$ cat config.mk
export PLATFORM = sky130hd
export DESIGN_NAME = exp_align_pipe
export DESIGN_NICKNAME = d
export VERILOG_FILES = /design/src/rtl/exp_align_pipe.sv
export SDC_FILE = /design/constraint.sdc
export NUM_CORES = 1
export LEC_CHECK = 0
export ABC_AREA = 1
export CORE_UTILIZATION = 40
export CTS_BUF_LIST = sky130_fd_sc_hd__clkbuf_4 sky130_fd_sc_hd__clkbuf_8 sky130_fd_sc_hd__clkbuf_16
export DETAILED_ROUTE_END_ITERATION = 10
export HOLD_SLACK_MARGIN = 0.08
export PLACE_DENSITY = 0.65
export SLEW_MARGIN = 20
export SYNTH_ARGS = -nofsm -noshare
export SYNTH_HDL_FRONTEND = slang
export SYNTH_SLANG_ARGS = --single-unit
$ cat constraint.sdc
create_clock -name clk_i -period 7.4 [get_ports clk_i]
set_clock_uncertainty 0.2 [all_clocks]
set_input_delay 1.11 -clock clk_i [delete_from_list [all_inputs] [get_ports clk_i]]
set_output_delay 1.11 -clock clk_i [all_outputs]
set_load 0.01 [all_outputs]
$ cat src/rtl/exp_align_pipe.sv
// exp_align_pipe
//
// Exponent compare and mantissa alignment stage for the FP add/sub datapath.
// It takes two biased exponents with their mantissas and works out which
// operand has the larger exponent ("big"). The smaller-exponent mantissa is
// right-shifted by the exponent difference so that it lines up with the big
// mantissa.
//
// The block is an elastic valid/ready pipeline:
//   - 2-cycle latency from input handshake to out_valid_o.
//   - One operation per cycle when not stalled.
//   - Reset is asynchronous and active-high.
//
// Build option:
//   ALIGN_GRS_EN  When defined, man_small_o is MAN_W+3 bits wide:
//                 {aligned mantissa, guard, round, sticky}.
//                 When undefined, man_small_o is MAN_W bits wide and the
//                 bits shifted out are dropped.
//
// Ports:
//   clk_i          clock, rising edge
//   rst_i          asynchronous active-high reset
//   in_valid_i     operand pair valid
//   in_ready_o     operand pair accepted this cycle when in_valid_i is high
//   exp_a_i/exp_b_i  biased exponents of operands A and B
//   man_a_i/man_b_i  mantissas of A and B, hidden bit included
//   out_valid_o    result valid
//   out_ready_i    downstream takes the result
//   exp_max_o      larger exponent
//   man_big_o      mantissa of the larger-exponent operand, unshifted
//   man_small_o    aligned smaller mantissa (plus GRS bits when enabled)
//   shift_amt_o    shift applied, saturated to MAN_W
//   swap_o         1 when B is the big operand
//   eq_exp_o       exponents are equal
//   too_far_o      exponent difference >= MAN_W; aligned mantissa is zero
module exp_align_pipe #(
    parameter int unsigned EXP_W = 8,
    parameter int unsigned MAN_W = 24,
    parameter int unsigned SH_W  = 5
) (
    input  logic             clk_i,
    input  logic             rst_i,

    input  logic             in_valid_i,
    output logic             in_ready_o,
    input  logic [EXP_W-1:0] exp_a_i,
    input  logic [EXP_W-1:0] exp_b_i,
    input  logic [MAN_W-1:0] man_a_i,
    input  logic [MAN_W-1:0] man_b_i,

    output logic             out_valid_o,
    input  logic             out_ready_i,
    output logic [EXP_W-1:0] exp_max_o,
    output logic [MAN_W-1:0] man_big_o,
`ifdef ALIGN_GRS_EN
    output logic [MAN_W+2:0] man_small_o,
`else
    output logic [MAN_W-1:0] man_small_o,
`endif
    output logic [SH_W-1:0]  shift_amt_o,
    output logic             swap_o,
    output logic             eq_exp_o,
    output logic             too_far_o
);

`ifdef ALIGN_GRS_EN
    localparam int unsigned G = 3;
`else
    localparam int unsigned G = 0;
`endif
    localparam int unsigned SMALL_W = MAN_W + G;
    localparam logic [SH_W-1:0] ShSat = SH_W'(MAN_W);

    // ------------------------------------------------------------------
    // Handshake control
    // ------------------------------------------------------------------
    logic v1_q, v1_d;
    logic v2_q, v2_d;
    logic adv2;
    logic load1;
    logic load2;

    always_comb begin
        // Stage 2 can take new data if it is empty or is being drained now.
        adv2       = !v2_q || out_ready_i;
        // Equivalent to !v1 | !v2 | out_ready.
        in_ready_o = !v1_q || adv2;
        load1      = in_valid_i && in_ready_o;
        load2      = v1_q && adv2;
        v1_d       = load1 || (v1_q && !adv2);
        v2_d       = adv2 ? v1_q : v2_q;
    end

    always_ff @(posedge clk_i or posedge rst_i) begin
        if (rst_i) begin
            v1_q <= 1'b0;
            v2_q <= 1'b0;
        end else begin
            v1_q <= v1_d;
            v2_q <= v2_d;
        end
    end

    // ------------------------------------------------------------------
    // Stage 1: compare, swap, shift amount
    // ------------------------------------------------------------------
    logic [EXP_W:0]   diff;
    logic [EXP_W:0]   mag;
    logic             s1_swap;
    logic             s1_eq;
    logic             s1_too_far;
    logic [SH_W-1:0]  s1_shift;
    logic [EXP_W-1:0] s1_exp_max;
    logic [MAN_W-1:0] s1_man_big;
    logic [MAN_W-1:0] s1_man_small;

    always_comb begin
        // The extra top bit is the borrow, which means B > A.
        diff         = {1'b0, exp_a_i} - {1'b0, exp_b_i};
        s1_swap      = diff[EXP_W];
        mag          = s1_swap ? (~diff + 1'b1) : diff;
        s1_eq        = (diff == '0);
        s1_too_far   = (32'(mag) >= MAN_W);
        s1_shift     = s1_too_far ? ShSat : SH_W'(mag);
        s1_exp_max   = s1_swap ? exp_b_i : exp_a_i;
        s1_man_big   = s1_swap ? man_b_i : man_a_i;
        s1_man_small = s1_swap ? man_a_i : man_b_i;
    end

    logic [EXP_W-1:0] exp_max1_q;
    logic [MAN_W-1:0] man_big1_q;
    logic [MAN_W-1:0] man_small1_q;
    logic [SH_W-1:0]  shift1_q;
    logic             swap1_q;
    logic             eq1_q;
    logic             too_far1_q;

    always_ff @(posedge clk_i or posedge rst_i) begin
        if (rst_i) begin
            exp_max1_q   <= '0;
            man_big1_q   <= '0;
            man_small1_q <= '0;
            shift1_q     <= '0;
            swap1_q      <= 1'b0;
            eq1_q        <= 1'b0;
            too_far1_q   <= 1'b0;
        end else if (load1) begin
            exp_max1_q   <= s1_exp_max;
            man_big1_q   <= s1_man_big;
            man_small1_q <= s1_man_small;
            shift1_q     <= s1_shift;
            swap1_q      <= s1_swap;
            eq1_q        <= s1_eq;
            too_far1_q   <= s1_too_far;
        end
    end

    // ------------------------------------------------------------------
    // Stage 2: barrel right shift of the small mantissa
    // ------------------------------------------------------------------
    logic [SMALL_W-1:0] s2_man_small;

`ifdef ALIGN_GRS_EN
    // The mantissa sits in the upper half, so the bits shifted out collect
    // in the lower half and give guard, round and sticky.
    logic [2*MAN_W-1:0] sh_wide;

    always_comb begin
        sh_wide = {man_small1_q, {MAN_W{1'b0}}};
        for (int k = 0; k < int'(SH_W); k++) begin
            if (shift1_q[k]) begin
                sh_wide = sh_wide >> (1 << k);
            end
        end
        if (too_far1_q) begin
            s2_man_small = {{MAN_W{1'b0}}, 2'b00, |man_small1_q};
        end else begin
            s2_man_small = {sh_wide[2*MAN_W-1:MAN_W], sh_wide[MAN_W-1], sh_wide[MAN_W-2],
                            |sh_wide[MAN_W-3:0]};
        end
    end
`else
    logic [MAN_W-1:0] sh_narrow;

    always_comb begin
        sh_narrow = man_small1_q;
        for (int k = 0; k < int'(SH_W); k++) begin
            if (shift1_q[k]) begin
                sh_narrow = sh_narrow >> (1 << k);
            end
        end
        s2_man_small = too_far1_q ? '0 : sh_narrow;
    end
`endif

    logic             out_valid_q;
    logic [EXP_W-1:0] exp_max_q;
    logic [MAN_W-1:0] man_big_q;
    logic [SMALL_W-1:0] man_small_q;
    logic [SH_W-1:0]  shift_amt_q;
    logic             swap_q;
    logic             eq_exp_q;
    logic             too_far_q;

    assign out_valid_q = v2_q;

    // Output data only changes when stage 2 loads, so it holds under stall.
    always_ff @(posedge clk_i or posedge rst_i) begin
        if (rst_i) begin
            exp_max_q   <= '0;
            man_big_q   <= '0;
            man_small_q <= '0;
            shift_amt_q <= '0;
            swap_q      <= 1'b0;
            eq_exp_q    <= 1'b0;
            too_far_q   <= 1'b0;
        end else if (load2) begin
            exp_max_q   <= exp_max1_q;
            man_big_q   <= man_big1_q;
            man_small_q <= s2_man_small;
            shift_amt_q <= shift1_q;
            swap_q      <= swap1_q;
            eq_exp_q    <= eq1_q;
            too_far_q   <= too_far1_q;
        end
    end

    always_comb begin
        out_valid_o = out_valid_q;
        exp_max_o   = exp_max_q;
        man_big_o   = man_big_q;
        man_small_o = man_small_q;
        shift_amt_o = shift_amt_q;
        swap_o      = swap_q;
        eq_exp_o    = eq_exp_q;
        too_far_o   = too_far_q;
    end

endmodule

==> results.ini, run 1 <==
[synth]
top_cell=nand2_1
flop_cell=dfrtp_1
synth-seq-cells=130
synthCells=865
top_area_share_pct=47.1
mux_share_pct=0.870
simple_gate_share_pct=23.8
yosysWarningCount=0
netlist_area_um2=6900
floorplan.nets=943
ys_sh_aoi_pct=16.6
ys_async_sr_fraction_pct=100
xor_area_share_pct=0.254

[route]
met1_length_um=8870
drtAntennaViolNets=0
viasPerCell=5.07
wl_per_cell_um=14.7
top_layer=met4
drt_iter0_markers=376
dr.pass1.iters=5

[power]
switching_share_pct=33.1
powerSeq_uw=960
power_frac_comb_pct=29.9
p_clk_share_pct=31.9
power_mw=2.51
comb_power_uw=749
power_leader=registers
p_int_mw=1.68
power.density_nw_per_um2=284

[setup_path]
crit_fanout=57
path_buffers=5
crit_top_cell=buf_4
rrSetupSlack_ns=3.79
crit_chain=clkdlybuf4s50_1, inv_1, nand3_1, nand2_2, buf_4, clkinv_1, nand2_1, buf_4, o221ai_1
critPathLaunch=out_ready_i
cp_slowest_cell=nand2_1
r2r_end=man_big1_q[17]
cp_top_family=buffers and inverters
worstPathRequired_ns=7.44
cp-start-kind=input pin

[sta]
tightestPinTransition_ns=1.07
report.final.hold_viol_count=0
rsz0062_at_grt=false
setup_viol=0
fin_crit_ns=4.37
final-max-slew-violation-count=0

[clock_network]
clock-root-buffer=clkbuf_16
path_clk_slew_ns=0.05
holdBufCountCts=0
cts_setup_buffers=0
cts_max_level=4
cts_made_buffers=17
cts_resized=0

[global_route]
grt_use_met2_pct=30.2
first_global_vias=5818
grt_max_degree=67
antenna_found_initial=0
top_usage_layer=met1
gr-total-overflow=0
grt_first_pass_wirelength_um=29700

[run]
cap_violations=0
warnings=26

[layout]
n_clock_buffer=21
final_design_area_no_fill_um2=8840
fillers=1602
seq_share_pct=36.8
inverters=106
area_dominant_class=sequential cells
combGateArea_um2=3000
clk_share_pct=6.21
register_area_um2=3250
n_sequential_cell=130
nNetsFinal=1051
area_delta_synth_final_pct=28.1

[die]
chip_area_um2=17800
fp_util_pct=41.3
io_pins=134
num_rows=47

[min_path]
worstHoldStart=man_big1_q[19]
holdPathStages=2
hold_class=reg2reg

[place]
place_area_um2=8290
placed_cells=1174
portBuffers=133
globalplace.congestion=0.874

[status]
status=completed

### Floorplan with the power grid, run 1

The bar under the picture is 50 um long. Pins as bars on the die edge. Tap cells in gray.
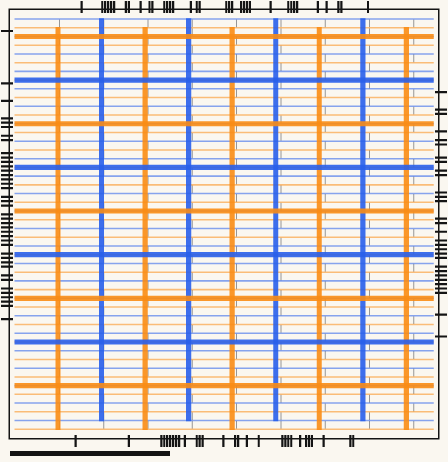
| net | color |
|---|---|
| VDD | blue |
| VSS | orange |
met5 straps: 9
met4 straps: 9
met1 rails: 48
core box area: 16,700 um2
Worst IR Drop VDD: 0.184 mV
Die X: 133 um
die height: 133 um

### Met4 routing, run 1

Cells faint in the background.
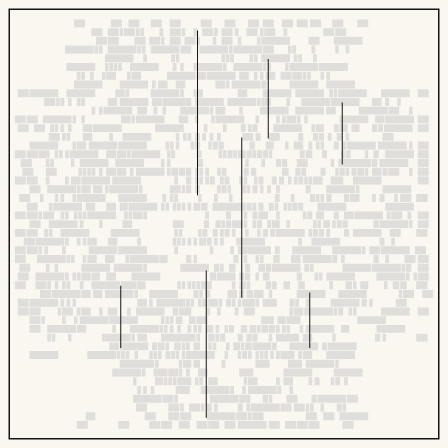
nets with wire on the layer: 3
share of all routed wire: 1.3%
main direction: vertical
longest straight run: 51.0 um
wire length on this layer: 226 um

### Zoomed window, run 1

Window x 88 to 113, y 21 to 46 um. Cells in gray, sequential cells in the stronger gray; small squares are vias.
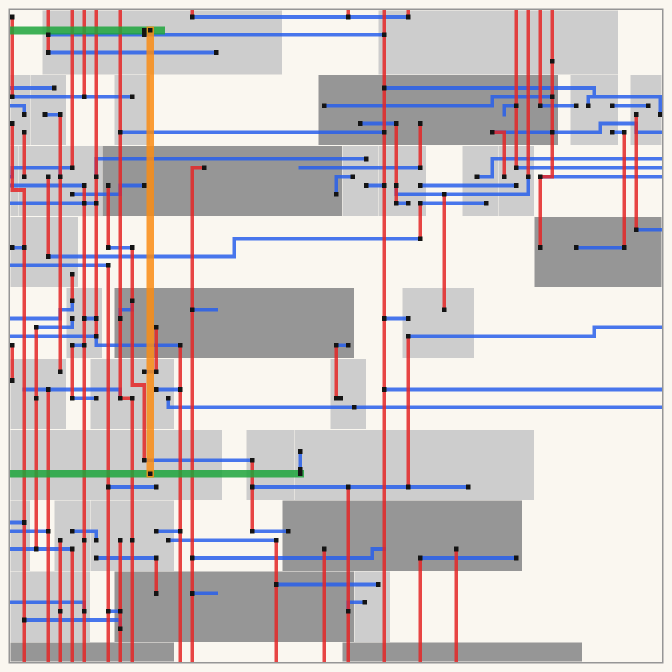
| layer | color |
|---|---|
| metal 1 | blue |
| metal 2 | red |
| metal 3 | green |
| metal 4 | orange |
cells with their middle in the window: 29
sequential cells in the window: 6
netlist names of flops here include: exp_max1_q (3)
most frequent: dfrtp_1 (6), inv_1 (5)

### Routed metal, one color a layer, run 1

Only two layers are drawn.
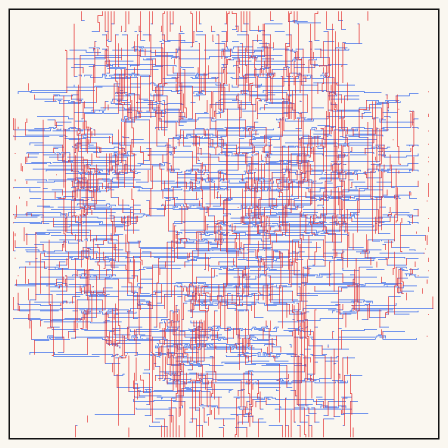
| layer | color | wire length |
|---|---|---|
| metal 1 | blue | 8,870 um |
| metal 2 | red | 7,580 um |
vias: 6,094
GRT Total Usage: 21.1%

--- run 2 (diff from run 1) ---
- clock period: 7.4 -> 4.6 ns (I/O delays scaled with it)
==> run 2 against run 1 <==
Sequential share of layout area shrank 0.34 points. Critical path depth grew 9. Global-route usage shrank 0.42 points. Non-clock buffer count grew 3. Total power grew 64%. Wire length shrank 1.7%. Critical endpoint is now too_far1_q. Area after synthesis is the same. Hold slack lost 0.013 ns. Highest routed layer unchanged. Synthesized cell count is the same.
==> results.ini, run 2 <==
[min_path]
hold_class=reg2reg  ; unchanged

[power]
power_mw=4.10  ; was 2.51 mW
comb_power_mw=1.21  ; was 749 uW
powerSeq_mw=1.54  ; was 960 uW
p_clk_share_pct=32.9  ; was 31.9%
power.density_nw_per_um2=460  ; was 284 nW/um2

[layout]
clk_share_pct=6.66  ; was 6.21%
inverters=106  ; unchanged
n_sequential_cell=130  ; unchanged
final_design_area_no_fill_um2=8930  ; was 8840 um2
n_clock_buffer=23  ; was 21
combGateArea_um2=3000  ; unchanged
nNetsFinal=1054  ; was 1,051
seq_share_pct=36.4  ; was 36.8%
fillers=1613  ; was 1,602

[global_route]
gr-usage-all-layers_pct=20.6  ; was 21.1%
grt_use_met2_pct=29.2  ; was 30.2%
first_global_vias=5647  ; was 5,818
grt_first_pass_wirelength_um=29200  ; was 29,700 um
grt_max_degree=115  ; was 67

[route]
wl_per_cell_um=14.3  ; was 14.7 um
met1_length_um=8900  ; was 8870 um
top_layer=met4  ; unchanged

[place]
globalplace.congestion=0.848  ; was 0.874
place_area_um2=8330  ; was 8290 um2
portBuffers=133  ; unchanged

[die]
fp.dieH_um=133  ; unchanged
die_w_um=133  ; unchanged
io_pins=134  ; unchanged
chip_area_um2=17800  ; unchanged
fp_util_pct=41.3  ; unchanged
num_rows=47  ; unchanged

[clock_network]
holdBufCountCts=0  ; unchanged
cts_resized=0  ; unchanged
path_clk_slew_ns=0.06  ; was 0.05 ns
clock-root-buffer=clkbuf_16  ; unchanged

[synth]
xor_area_share_pct=0.254  ; unchanged
top_area_share_pct=47.1  ; unchanged
synthCells=865  ; unchanged
mux_share_pct=0.870  ; unchanged
floorplan.nets=943  ; unchanged
simple_gate_share_pct=23.8  ; unchanged
ys_async_sr_fraction_pct=100  ; unchanged
netlist_area_um2=6900  ; unchanged
top_cell=nand2_1  ; unchanged

[sta]
rsz0062_at_grt=false  ; unchanged
tightestPinTransition_ns=0.805  ; was 1.07 ns
fin_crit_ns=3.15
report.final.hold_viol_count=0  ; unchanged
setup_viol=0  ; unchanged
final-max-slew-violation-count=0  ; unchanged

[setup_path]
path_buffers=5  ; unchanged
crit_fanout=4  ; was 57
cp-start-kind=input pin  ; unchanged
worstPathRequired_ns=4.69  ; was 7.44 ns
rrSetupSlack_ns=1.89  ; was 3.79 ns
critPathLaunch=exp_a_i[0]  ; was out_ready_i
r2r_end=man_small_o[6]  ; was man_big1_q[17]
cp_slowest_cell=clkdlybuf4s50_1  ; was nand2_1
cp_top_family=buffers and inverters  ; unchanged

[status]
status=completed  ; unchanged

[run]
warnings=28  ; was 26

### Floorplan with the power grid, run 2

The bar under the picture is 50 um long. Pins as bars on the die edge. Tap cells in gray.
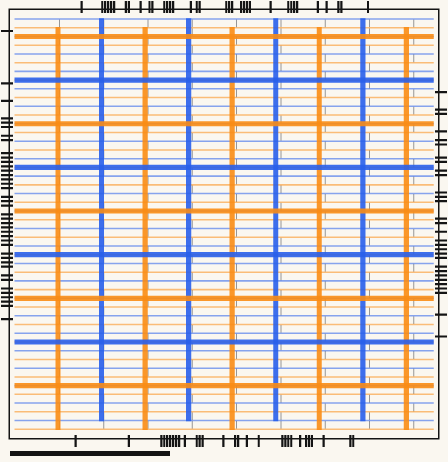
Worst IR Drop VDD: 0.271 mV

### Track usage over the die, run 2

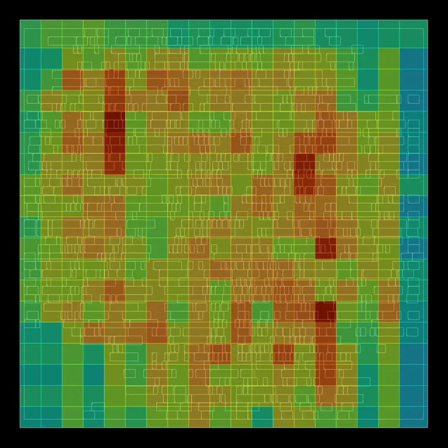
final core occ: 53.4%
grt peak-use layer: met1

### Sequential cells colored by netlist name, run 2

Other sequential cells in the stronger gray, the rest of the logic in the fainter gray.
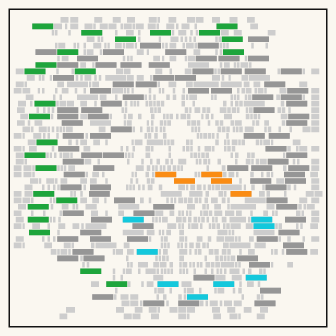

--- run 3 (diff from run 2) ---
- clock period: 4.6 -> 3.2 ns (I/O delays scaled with it)
### Sequential cells colored by netlist name, run 3

Other sequential cells in the stronger gray, the rest of the logic in the fainter gray.
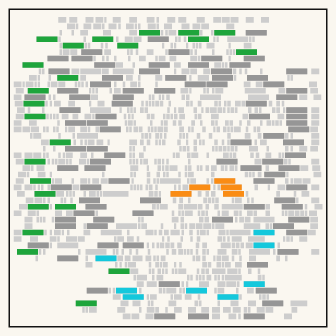
| signal | color | placed flops |
|---|---|---|
| man_big_o | green | 24 |
| exp_max1_q | cyan | 8 |
| shift1_q | orange | 5 |

### Zoomed window, run 3

Window x 88 to 113, y 21 to 46 um. Cells in gray, sequential cells in the stronger gray; small squares are vias.
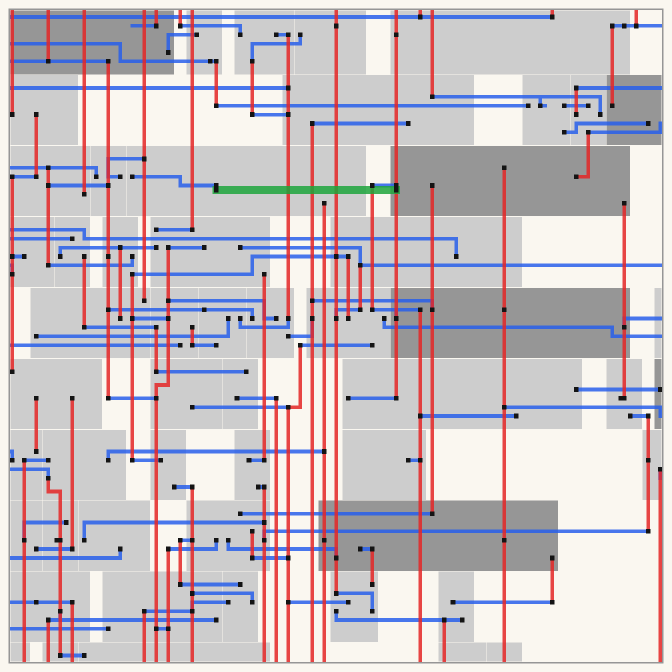

==> run 3 against run 2 <==
Synthesized cell count is the same. Flip-flop count is the same. Non-clock buffer count grew 9. Register-to-register slack lost 1.1 ns. Critical path type unchanged. Critical endpoint unchanged.
==> results.ini, run 3 <==
[power]
comb_power_mw=1.78  ; was 1.21 mW
switching_share_pct=33.7  ; was 33.0%
power_leader=registers  ; unchanged
power_mw=5.83  ; was 4.10 mW
p_clk_share_pct=31.8  ; was 32.9%
power_frac_comb_pct=30.6  ; was 29.5%
total_leakage_power_nw=4.32  ; was 4.29 nW
p_int_mw=3.86  ; was 2.75 mW
powerSeq_mw=2.20  ; was 1.54 mW
peakVddDrop_mv=0.441  ; was 0.271 mV
power.density_nw_per_um2=649  ; was 460 nW/um2

[synth]
yosys-top-cells-area=dfrtp_1, nand2_1, o221ai_1  ; unchanged
synthCells=865  ; unchanged
adder_share_pct=1.92  ; unchanged
floorplan.nets=943  ; unchanged
edf_count=0  ; unchanged
simple_gate_share_pct=23.8  ; unchanged
ys_async_sr_fraction_pct=100  ; unchanged
yosysWarningCount=0  ; unchanged
ys_sh_aoi_pct=16.6  ; unchanged
ys_area_um2=6900  ; unchanged
netlist_area_um2=6900  ; unchanged
flop_cell=dfrtp_1  ; unchanged
top_cell=nand2_1  ; unchanged
xor_area_share_pct=0.254  ; unchanged
mux_share_pct=0.870  ; unchanged
top_area_share_pct=47.1  ; unchanged
ys_cells=865  ; unchanged
synth-seq-cells=130  ; unchanged

[setup_path]
r2r_end=man_small_o[6]  ; unchanged
critPathLaunch=exp_a_i[0]  ; unchanged
cp_top_family=adder cells  ; was buffers and inverters
rrSetupSlack_ns=0.79  ; was 1.89 ns
critPathArrivalTime_ns=2.98  ; was 3.25 ns
crit_fanout=4  ; unchanged
worst_r2r_path_depth=9  ; unchanged
r2r-start=shift1_q[0]  ; unchanged
cp.depth=18  ; unchanged
crit_chain=clkdlybuf4s50_1, inv_1, ha_1, inv_1, fa_1, inv_1, ha_1, inv_1, nor2_4, nand3_2, nor2_2, nand2_1, nand2_1, nand3_2, a21oi_4, nand2_2, nand2_1, nand2_1  ; unchanged
cp_slowest_cell=clkdlybuf4s50_1  ; unchanged
cpPeakStageDelay_ns=0.46  ; was 0.48 ns
path_buffers=5  ; unchanged
worstPathRequired_ns=3.30  ; was 4.69 ns
cp-start-kind=input pin  ; unchanged

[layout]
drive_above_1_share_pct=8.72  ; was 7.89%
final_design_area_no_fill_um2=8990  ; was 8930 um2
n_sequential_cell=130  ; unchanged
combGateArea_um2=3000  ; unchanged
final_util_pct=53.8  ; was 53.4%
nNetsFinal=1063  ; was 1,054
n_clock_buffer=20  ; was 23
register_area_um2=3250  ; unchanged
inverters=106  ; unchanged
n_all_buffers=149  ; was 140
area_dominant_class=sequential cells  ; unchanged
stdcell_count=1218  ; was 1,209
area_delta_synth_final_pct=30.2  ; was 29.3%
diodes=0  ; unchanged
seq_share_pct=36.2  ; was 36.4%
fillers=1586  ; was 1,613
clk_share_pct=6.32  ; was 6.66%

[route]
drtAntennaViolNets=0  ; unchanged
met1_length_um=9080  ; was 8900 um
viasPerCell=4.98  ; was 4.93
drcViolationCount=0  ; unchanged
dr_total_vias=6063  ; was 5,955
wl_per_cell_um=14.2  ; was 14.3 um
route.met2.wl_um=7370  ; was 7440 um
drt_iter0_markers=414  ; was 454
dr.pass1.iters=5  ; unchanged
drt_wl_total_um=17300  ; about the same
top_layer=met4  ; unchanged
dr_wl_met3_um=732  ; was 827 um

[sta]
rsz0062_at_grt=false  ; unchanged
fin_crit_ns=2.88
setup_viol=0  ; unchanged
final-max-slew-violation-count=0  ; unchanged
report.final.hold_viol_count=0  ; unchanged
max_freq_mhz=348
setup_ws_ns=0.325  ; was 1.45 ns
tightestPinTransition_ns=0.793  ; was 0.805 ns

[status]
status=completed  ; unchanged

[place]
placed_cells=1186  ; was 1,177
globalplace.congestion=0.840  ; was 0.848
portBuffers=133  ; unchanged
place_area_um2=8420  ; was 8330 um2

[clock_network]
cts_resized=0  ; unchanged
clkLatencyLatePin_ns=0.42  ; about the same
cts_made_buffers=17  ; unchanged
clock-root-buffer=clkbuf_16  ; unchanged
path_clk_slew_ns=0.06  ; about the same
holdBufCountCts=0  ; unchanged
cts_setup_buffers=0  ; unchanged
cts.path.max_buffers=2  ; unchanged
cts_max_level=4  ; unchanged

[run]
warnings=28  ; unchanged
cap_violations=0  ; unchanged

[global_route]
gr-usage-all-layers_pct=20.8  ; was 20.6%
grt_use_met2_pct=29.3  ; was 29.2%
met1_usage_pct=32.0  ; was 31.7%
first_global_vias=5664  ; was 5,647
gr-total-overflow=0  ; unchanged
antenna_found_initial=0  ; unchanged
grt_max_degree=131  ; was 115
top_usage_layer=met1  ; unchanged
grt_first_pass_wirelength_um=29200  ; about the same

[die]
num_rows=47  ; unchanged
chip_area_um2=17800  ; unchanged
die_w_um=133  ; unchanged
coreArea_um2=16700  ; unchanged
n_tap_cell=220  ; unchanged
fp_util_pct=41.3  ; unchanged
io_pins=134  ; unchanged
fp.dieH_um=133  ; unchanged

[min_path]
hold_end=man_big_o[3]  ; was man_big_o[2]
hold_class=reg2reg  ; unchanged
worstHoldStart=man_big1_q[3]  ; was man_big1_q[2]
holdPathStages=2  ; unchanged

Power and IR drop assume default switching activity.
